--- src/rtl/fir_pkg.sv ---
// Shared types and defaults for the FIR output capture buffer.
package fir_pkg;

   localparam int FIR_DATA_W  = 32;
   localparam int FIR_DEPTH   = 16;
   localparam int STATUS_ADDR = FIR_DEPTH;

   typedef enum logic {
      CAPTURE = 1'b0,
      DONE    = 1'b1
   } cap_state_t;

endpackage

--- src/rtl/capture_ram.sv ---
// DEPTH x DATA_W sample store: one synchronous write port, one asynchronous read port.
module capture_ram #(
   parameter int DATA_W = 32,
   parameter int DEPTH  = 16,
   parameter int AW     = $clog2(DEPTH)
) (
   input  logic              clk,
   input  logic              reset,
   input  logic              wr_en,
   input  logic [AW-1:0]     wr_addr,
   input  logic [DATA_W-1:0] wr_data,
   input  logic [AW-1:0]     rd_addr,
   output logic [DATA_W-1:0] rd_data
);

   logic [DATA_W-1:0] mem_q [DEPTH];

   always_ff @(posedge clk) begin
      if (reset) begin
         for (int i = 0; i < DEPTH; i++) mem_q[i] <= '0;
      end else if (wr_en) begin
         mem_q[wr_addr] <= wr_data;
      end
   end

   // Read sees the pre-edge contents, so a same-cycle write shows up one cycle later.
   assign rd_data = mem_q[rd_addr];

endmodule

--- src/rtl/fir_capture_buffer.sv ---
// Captures DEPTH filter output samples, then freezes until clear; exposes samples and status on a read map.
//   state   | meaning
//   CAPTURE | accepting samples into the next free entry
//   DONE    | DEPTH samples held, input refused until clear or reset
module fir_capture_buffer
   import fir_pkg::*;
#(
   parameter int DATA_W = FIR_DATA_W,
   parameter int DEPTH  = FIR_DEPTH
) (
   input  logic              clk,
   input  logic              reset,
   input  logic              clear,
   input  logic              in_valid,
   input  logic [DATA_W-1:0] in_data,
   output logic              in_ready,
   input  logic [31:0]       regAddr,
   output logic [31:0]       regData,
   output logic              done
);

   localparam int AW = $clog2(DEPTH);
   localparam int CW = AW + 1;

   cap_state_t        state_q, state_d;
   logic [AW-1:0]     wr_ptr_q, wr_ptr_d;
   logic [CW-1:0]     count_q, count_d;
   logic              wr_en;
   logic [DATA_W-1:0] rd_data;
   logic [31:0]       rd_ext;
   logic [31:0]       status;

   always_ff @(posedge clk) begin
      if (reset) begin
         state_q  <= CAPTURE;
         wr_ptr_q <= '0;
         count_q  <= '0;
      end else begin
         state_q  <= state_d;
         wr_ptr_q <= wr_ptr_d;
         count_q  <= count_d;
      end
   end

   always_comb begin
      state_d  = state_q;
      wr_ptr_d = wr_ptr_q;
      count_d  = count_q;
      wr_en    = 1'b0;
      in_ready = (state_q == CAPTURE);
      done     = (state_q == DONE);
      if (clear) begin
         // Restart only; stored samples stay readable.
         state_d  = CAPTURE;
         wr_ptr_d = '0;
         count_d  = '0;
      end else begin
         case (state_q)
            CAPTURE: begin
               if (in_valid) begin
                  wr_en    = 1'b1;
                  wr_ptr_d = wr_ptr_q + 1'b1;
                  count_d  = count_q + 1'b1;
                  if (count_q == CW'(DEPTH - 1)) state_d = DONE;
               end
            end
            DONE: begin
            end
            default: state_d = CAPTURE;
         endcase
      end
   end

   capture_ram #(
      .DATA_W (DATA_W),
      .DEPTH  (DEPTH),
      .AW     (AW)
   ) u_ram (
      .clk     (clk),
      .reset   (reset),
      .wr_en   (wr_en),
      .wr_addr (wr_ptr_q),
      .wr_data (in_data),
      .rd_addr (regAddr[AW-1:0]),
      .rd_data (rd_data)
   );

   generate
      if (DATA_W >= 32) begin : g_trunc
         assign rd_ext = rd_data[31:0];
      end else begin : g_zext
         assign rd_ext = {{(32 - DATA_W){1'b0}}, rd_data};
      end
   endgenerate

   assign status = {done, 15'b0, 16'(count_q)};

   always_comb begin
      regData = '0;
      if (regAddr < 32'(DEPTH)) regData = rd_ext;
      else if (regAddr == 32'(DEPTH)) regData = status;
   end

endmodule

--- config.mk ---
export PLATFORM = sky130hd
export DESIGN_NAME = fir_capture_buffer
export DESIGN_NICKNAME = d
export VERILOG_FILES = /design/src/rtl/fir_pkg.sv /design/src/rtl/capture_ram.sv /design/src/rtl/fir_capture_buffer.sv
export SDC_FILE = /design/constraint.sdc
export NUM_CORES = 1
export LEC_CHECK = 0
export CAP_MARGIN = 20
export CORE_MARGIN = 5
export CORE_UTILIZATION = 61
export CTS_CLUSTER_SIZE = 14
export DETAILED_ROUTE_END_ITERATION = 10
export GPL_TIMING_DRIVEN = 0
export HOLD_SLACK_MARGIN = 0.1
export PLACE_DENSITY = 0.8
export SLEW_MARGIN = 20
export SYNTH_ARGS = -nofsm -noshare
export SYNTH_HDL_FRONTEND = slang
export SYNTH_HIERARCHICAL = 1
export SYNTH_SLANG_ARGS = --single-unit
export TNS_END_PERCENT = 20
--- constraint.sdc ---
create_clock -name clk -period 3.55 [get_ports clk]
set_input_delay 0.71 -clock clk [delete_from_list [all_inputs] [get_ports clk]]
set_output_delay 0.71 -clock clk [all_outputs]
set_load 0.005 [all_outputs]
### The metal 3 layer

(1.5 px per um) Cells faint in the background.
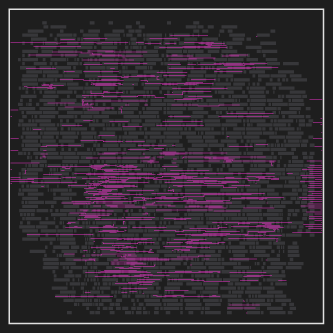
main direction	horizontal
longest straight run	76.4 um

### Cell outlines without signal wires

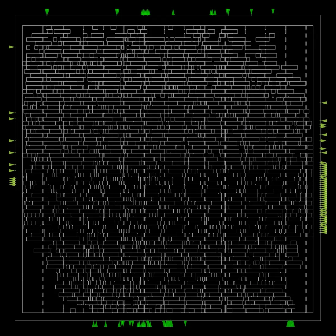
well-tap cell count: 518
utilization after layout: 72.3%
Core Footprint: 0.0388 mm2

### Register map, names as in the netlist

(2 px per um)
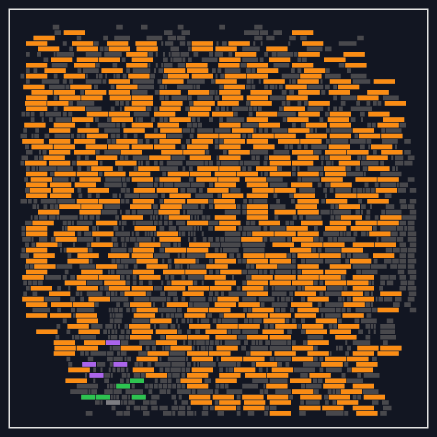
colour	netlist name	flops	where
green	`count_q`	5	bottom left
purple	`wr_ptr_q`	4	bottom left
orange	`u_ram/mem_q`	512	spread over the die
not coloured	1

### Cells by drive strength

(2 px per um)
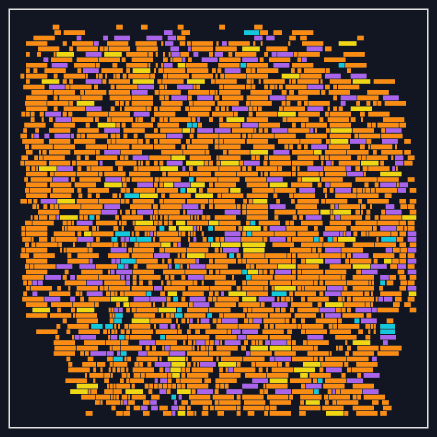
colour	size	cells	share	most used
purple	drive 2	240	14%	mux4_2
yellow	drive 6 and up	93	5.3%	clkbuf_16
cyan	drive 3 to 4	48	2.7%	buf_4
orange	drive 1 or less	1381	78%	edfxtp_1

### Cell classes on the final placement

(2 px per um)
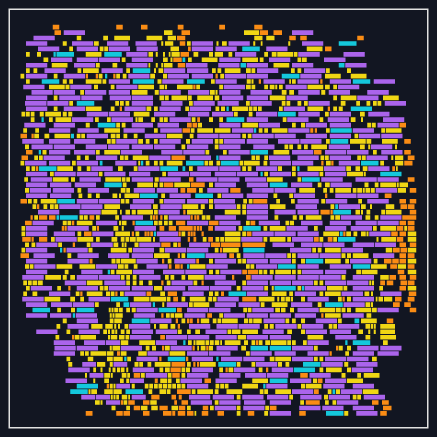
colour	class	cells	share of their area
cyan	clock drivers and dummy loads	94	6.2%
yellow	all other logic	897	29%
orange	other buffers and delay cells	249	7.6%
purple	flip-flops	522	57%

==> notes.md <==
Summary of implementation figures.

Synth
The average cell area after synthesis is between 15 and 20 um2. The synthesized netlist occupies a cell area of 0.0240 mm2. The synthesis run identifies the leading combinational cell family as simple AND/OR/NAND/NOR gates.

By instance count, the leading cell after synthesis is edfxtp_1. Summing all multiplexer cells gives an area fraction of between 10% and 20%. The dominant cell type by area after synthesis is edfxtp_1.

Per the synthesis report, the single largest cell type by area occupies between 60% and 70% of cell area. According to the Yosys statistics, the synthesized design has a chip area of ~0.024 mm2. Per the synthesis report, the number of distinct cell types is approximately 40. The area fraction in xor and xnor cells is 0.146%. For reference, simple AND, OR, NAND and NOR cells occupy 17.7% of the area reported after synthesis.

Outcome
The final reports fail on negative setup slack. The flow ran to the end, but the final reports show violations.

GRT
The met3 usage is just over 6%. Entering global routing, the biggest net connects 33 pins. For met2 alone, demand over resource in global routing was between 40% and 50%. Overall routing resource usage recorded by global route was 29.0%. The initial antenna violation count is 2.

Setup path
The launching element of the worst setup path is regAddr[0]. The endpoint of the most critical setup path is regData[1]. The worst setup path is of the in -> out kind.

The worst setup path is launched from an input port. The reg-to-reg critical path startpoint is done$_SDFF_PP0_. The capture point of the worst register-to-register path is recorded as u_ram/mem_q[2][21]$_SDFFCE_PN0P_. On the critical path the data arrives at around 2900 ps. The critical path runs through a total of 10 cells.

Clock network
The total number of clock tree sinks is approximately 520. The TritonCTS buffer count is between 50 and 60. Clock latency on the worst-skew pair, taken at its later pin, is just under 600 ps.

Power
In this run the power spent charging and discharging nets is between 2 and 3 mW. The group drawing the most power is sequential cells. The leakage dissipation is between 10 and 15 nW. Net switching is a little over a fifth of the power.

Timing
The setup-violating endpoint count in the final report is 2. The achievable clock frequency is approximately 280 MHz. Setup repair after global routing could not meet its margin everywhere. The final timing summary puts the cycle share of the worst path at 100%. Pins over their slew limit in the final report were tallied at 0. The final timing report gives a worst setup slack of -9.31 ps. The worst-case headroom to the max-slew limit is approximately 22%.

The setup TNS is -14.1 ps.

Hold path
The hold path depth is 2.

Final layout
The clock buffer count in the final layout is about 60. The fraction of area in clock buffers and inverters is between 6 and 7%. Multi-input logic gates represent a cell area share of 28.3%. The area growth from synthesis to layout is 16.8%.

The finished design was reported to have a net count of ~1800. Registers represent a cell area share of between 50% and 60%. The most common cell after layout, fill and taps aside is edfxtp_1. The register with the highest flop count is u_ram/mem_q. The register with the most flip-flops in the layout has just over 500 of them.

Placed design
The post-place setup slack is -1060 ps. The placed wire-length estimate is 39300 um. The instance count after placement with tap cells included is 2175.

Die
The fraction of the core area occupied by cells at floorplan is 61.9%.

Job
The run reported a max-capacitance violation count of 0. The OpenROAD warning count is 27.

Detailed routing
Dividing the detail-routed wire length by the instance count gives approximately 28 um. The remaining routing DRC violations is 0. The final antenna-violating net count is 0.
No activity file was given, so power comes from the tool's default toggle rates.
